### config.mk
export PLATFORM = sky130hd
export DESIGN_NAME = cache_write_arbiter
export DESIGN_NICKNAME = d
export VERILOG_FILES = /design/src/rtl/cache_write_arbiter.sv
export SDC_FILE = /design/constraint.sdc
export NUM_CORES = 1
export LEC_CHECK = 0
export CAP_MARGIN = 20
export CORE_MARGIN = 1
export CORE_UTILIZATION = 50
export CTS_CLUSTER_SIZE = 20
export DETAILED_ROUTE_END_ITERATION = 8
export PLACE_DENSITY_LB_ADDON = 0.05
export SLEW_MARGIN = 10
export SYNTH_ARGS = -nofsm -noshare
export SYNTH_HDL_FRONTEND = slang
export SYNTH_SLANG_ARGS = --single-unit
### constraint.sdc
create_clock -name clk -period 3.05 [get_ports clk]
set_input_delay 0.61 -clock clk [delete_from_list [all_inputs] [get_ports clk]]
set_output_delay 0.61 -clock clk [all_outputs]
set_load 0.05 [all_outputs]
### src/rtl/cache_write_arbiter.sv
// Cache way-write arbiter: buffered CPU stores vs. atomic refill bursts, with a starvation bound.
// Optional statistics counters are enabled by defining CACHE_WR_ARB_STATS_EN.
module cache_write_arbiter #(
   parameter int NUM_WAYS   = 4,
   parameter int DATA_WIDTH = 32,
   parameter int BUF_DEPTH  = 4,
   parameter int MAX_STALL  = 8
) (
   input  logic                  clk,
   input  logic                  rst_n,
   input  logic                  st_valid,
   output logic                  st_ready,
   input  logic [NUM_WAYS-1:0]   st_way,
   input  logic [DATA_WIDTH-1:0] st_data,
   input  logic                  fl_valid,
   output logic                  fl_ready,
   input  logic [NUM_WAYS-1:0]   fl_way,
   input  logic [DATA_WIDTH-1:0] fl_data,
   input  logic                  fl_last,
   output logic [NUM_WAYS-1:0]   wr_target_way,
   output logic [DATA_WIDTH-1:0] wr_data,
   output logic                  busy,
   output logic                  way_err
`ifdef CACHE_WR_ARB_STATS_EN
   ,
   output logic [15:0]           stat_store_cnt,
   output logic [15:0]           stat_fill_cnt,
   output logic [15:0]           stat_force_cnt
`endif
);

   localparam int PW = $clog2(BUF_DEPTH);
   localparam int CW = PW + 1;
   localparam int SW = $clog2(MAX_STALL + 1);

   typedef enum logic [0:0] {IDLE = 1'b0, FILL = 1'b1} state_t;

   state_t                  state_r;
   logic [NUM_WAYS-1:0]     way_mem_r  [BUF_DEPTH];
   logic [DATA_WIDTH-1:0]   data_mem_r [BUF_DEPTH];
   logic [PW-1:0]           wr_ptr_r;
   logic [PW-1:0]           rd_ptr_r;
   logic [CW-1:0]           count_r;
   logic [SW-1:0]           stall_cnt_r;
   logic [NUM_WAYS-1:0]     wr_way_r;
   logic [DATA_WIDTH-1:0]   wr_data_r;
   logic                    way_err_r;

   logic empty_s, full_s, way_ok_s, push_s, bad_way_s, fill_ok_s;
   logic fill_grant_s, store_grant_s, forced_s;

   function automatic logic is_onehot(input logic [NUM_WAYS-1:0] v);
      int unsigned n;
      n = 32'd0;
      for (int i = 0; i < NUM_WAYS; i++) n += {31'd0, v[i]};
      return (n == 32'd1);
   endfunction

   assign empty_s   = (count_r == {CW{1'b0}});
   assign full_s    = (count_r == CW'(BUF_DEPTH));
   assign way_ok_s  = is_onehot(st_way);
   assign st_ready  = !full_s;
   assign push_s    = st_valid && st_ready && way_ok_s;
   assign bad_way_s = st_valid && st_ready && !way_ok_s;
   // Fill wins in IDLE unless a buffered store has waited MAX_STALL cycles.
   assign fill_ok_s = fl_valid && ((stall_cnt_r < SW'(MAX_STALL)) || empty_s);
   assign forced_s  = store_grant_s && (stall_cnt_r == SW'(MAX_STALL));

   // Grant selection for the current cycle.
   always_comb begin
      fill_grant_s  = 1'b0;
      store_grant_s = 1'b0;
      fl_ready      = 1'b0;
      case (state_r)
         IDLE: begin
            fl_ready = fill_ok_s;
            if (fill_ok_s) begin
               fill_grant_s = 1'b1;
            end else if (!empty_s) begin
               store_grant_s = 1'b1;
            end else begin
               store_grant_s = 1'b0;
            end
         end
         FILL: begin
            fl_ready     = 1'b1;
            fill_grant_s = fl_valid;
         end
         default: begin
            fl_ready = 1'b0;
         end
      endcase
   end

   // Store FIFO storage and pointers.
   always_ff @(posedge clk or negedge rst_n) begin
      if (!rst_n) begin
         wr_ptr_r <= {PW{1'b0}};
         rd_ptr_r <= {PW{1'b0}};
         count_r  <= {CW{1'b0}};
         for (int i = 0; i < BUF_DEPTH; i++) begin
            way_mem_r[i]  <= {NUM_WAYS{1'b0}};
            data_mem_r[i] <= {DATA_WIDTH{1'b0}};
         end
      end else begin
         if (push_s) begin
            way_mem_r[wr_ptr_r]  <= st_way;
            data_mem_r[wr_ptr_r] <= st_data;
            wr_ptr_r             <= wr_ptr_r + PW'(1);
         end
         if (store_grant_s) rd_ptr_r <= rd_ptr_r + PW'(1);
         case ({push_s, store_grant_s})
            2'b10:   count_r <= count_r + CW'(1);
            2'b01:   count_r <= count_r - CW'(1);
            default: count_r <= count_r;
         endcase
      end
   end

   // FSM, starvation counter and registered write port.
   always_ff @(posedge clk or negedge rst_n) begin
      if (!rst_n) begin
         state_r     <= IDLE;
         stall_cnt_r <= {SW{1'b0}};
         wr_way_r    <= {NUM_WAYS{1'b0}};
         wr_data_r   <= {DATA_WIDTH{1'b0}};
         way_err_r   <= 1'b0;
      end else begin
         way_err_r <= bad_way_s;
         case (state_r)
            IDLE:    if (fill_grant_s && !fl_last) state_r <= FILL;
            FILL:    if (fl_valid && fl_last) state_r <= IDLE;
            default: state_r <= IDLE;
         endcase
         if (store_grant_s) begin
            stall_cnt_r <= {SW{1'b0}};
         end else if (!empty_s && (stall_cnt_r < SW'(MAX_STALL))) begin
            stall_cnt_r <= stall_cnt_r + SW'(1);
         end
         if (fill_grant_s) begin
            wr_way_r  <= fl_way;
            wr_data_r <= fl_data;
         end else if (store_grant_s) begin
            wr_way_r  <= way_mem_r[rd_ptr_r];
            wr_data_r <= data_mem_r[rd_ptr_r];
         end else begin
            wr_way_r  <= {NUM_WAYS{1'b0}};
            wr_data_r <= {DATA_WIDTH{1'b0}};
         end
      end
   end

   assign wr_target_way = wr_way_r;
   assign wr_data       = wr_data_r;
   assign way_err       = way_err_r;
   assign busy          = (state_r != IDLE) || !empty_s;

`ifdef CACHE_WR_ARB_STATS_EN
   logic [15:0] stat_store_r, stat_fill_r, stat_force_r;

   // Saturating event counters.
   always_ff @(posedge clk or negedge rst_n) begin
      if (!rst_n) begin
         stat_store_r <= 16'd0;
         stat_fill_r  <= 16'd0;
         stat_force_r <= 16'd0;
      end else begin
         if (store_grant_s && (stat_store_r != 16'hFFFF)) stat_store_r <= stat_store_r + 16'd1;
         if (fill_grant_s && (stat_fill_r != 16'hFFFF))   stat_fill_r  <= stat_fill_r + 16'd1;
         if (forced_s && (stat_force_r != 16'hFFFF))      stat_force_r <= stat_force_r + 16'd1;
      end
   end

   assign stat_store_cnt = stat_store_r;
   assign stat_fill_cnt  = stat_fill_r;
   assign stat_force_cnt = stat_force_r;
`else
   logic unused_s;
   assign unused_s = forced_s;
`endif

endmodule

Figure 1. Clock routing.
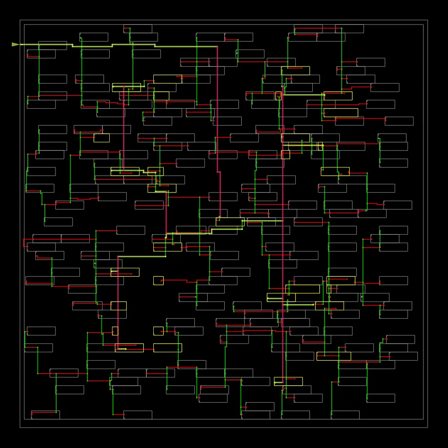
Sink Count: 193
insertion delay to the later sink of the worst-skew pair: 430 ps
cts bufs inserted: 17
# clk buffers: 23

Figure 2. Close-up of the layout.
Window x 46 to 86, y 46 to 86 µm. Cells in gray, sequential cells in the stronger gray; small squares are vias.
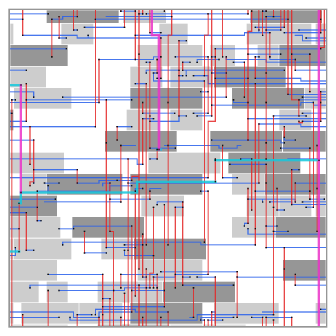
| layer | color |
|---|---|
| M1 | blue |
| M4 | magenta |
| M3 | cyan |
| M2 | red |
cells with their middle in the window: 56
netlist names of flops here include: data_mem_r (15), way_mem_r (4)
sequential cells in the window: 21
most frequent: dfrtp_1 (20), mux2_2 (12), buf_12 (6)

Figure 3. Routed metal per tile.
Bar = 50 µm. The die is cut into 26 by 26 equal tiles; white is low, dark blue is high, scaled to the fullest tile. Values are wire area over tile area, all layers added.
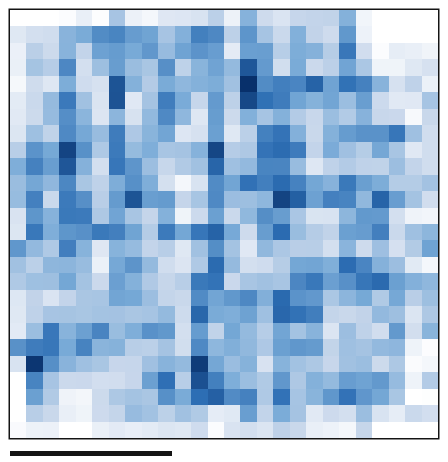
tiles over half the peak: 31%
mean over tiles: 0.15
fullest tile: 0.39
All-Layer GR Usage: 21.8%
vias: 4801
drt total wl: 17100 µm

Figure 4. Clock wires, drivers and flops.
Bar = 50 µm.
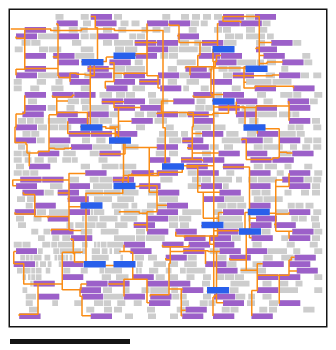
[clock wires] orange | length: 2190 µm
[clock-net drivers] blue | count: 17
[flip-flops] purple | count: 193
flops lie: spread over the die
Clock Power Share: 22.2%
clock skew: 9.84 ps

==> flow_summary.ini <==
; implementation run metrics
[status]
outcome = finished clean

[detailed_routing]
vias_per_cell = 5.54
met2_length_um = 8610
drc = 0
wl_met1_um = 7660
top_layer_used = met4

[final_layout]
lay_top_cells = dfrtp_1 (191), mux2_2 (114), clkdlybuf4s50_1 (113)
seq_share_pct = 45.3
layoutNonFillerInstCount = 866
seqCellArea_mm2 = 0.00483
inverters = 11
drive_gt1_share_pct = 39.9
nonClkBufAreaFrac_pct = 14.2
dominant_cells = registers
n_antenna_cell = 0
fin_util_pct = 64.6

[synth]
ys_warn_count = 0
synth_adder_area_share_pct = 1.66
ys_cells = 501
synth.top_cell.area_share_pct = 57.1
mux_area_share_pct = 30.6
synthAoiAreaFrac_pct = 4.59
top_cells_by_count = dfrtp_1 (193), mux2_2 (114), a22o_1 (37)
xor_area_share_pct = 0.622
ff_type = dfrtp_1
ys_sh_simple_pct = 2.23
syn_area_mm2 = 0.00845
async_flop_share_pct = 100
area_leaders = dfrtp_1 (57%), mux2_2 (15%), mux4_2 (9.6%)
synth_cells = 501
yosys.area.top_type = dfrtp_1

[power]
power.total_mw = 10.4
p_per_area_mw_per_mm2 = 974
intPower_mw = 7.18

[timing]
setup_viol = 0
fmax_mhz = 339
maxSlewHeadroom_pct = 53.3
period_minus_slack_ps = 2950
rsz0062_at_grt = no
report.final.slew_viol_count = 0

[floorplanning]
fp_util_pct = 51.2
die_h_um = 132
taps = 220
core_area_mm2 = 0.0165

[critical_path]
path_depth = 12
cp_slowest_stage_delay_ps = 500
cp-endpoint = data_mem_r[107]
crit_buf_inv = 6
cp_top_family = buffers and inverters
arrival_ps = 3260
cp_slowest_cell = fa_1
path_class = in2reg
r2r-start = count_r[0]

[grt]
grt_antenna_before_repair = 0
met3_usage_pct = 4.50
grt_use_met2_pct = 36.4
grt_overflow_total = 0
grt_max_degree = 83

[place]
placed_cell_area_mm2 = 0.0101
gp_congestion = 0.728
port_buffers = 116
dp_cells = 834

[run]
maxCapViolCount = 0

[clock_network]
cts_tree = yes

[hold_path]
hp-class = in2async
Power is estimated from default activity; no workload was simulated.
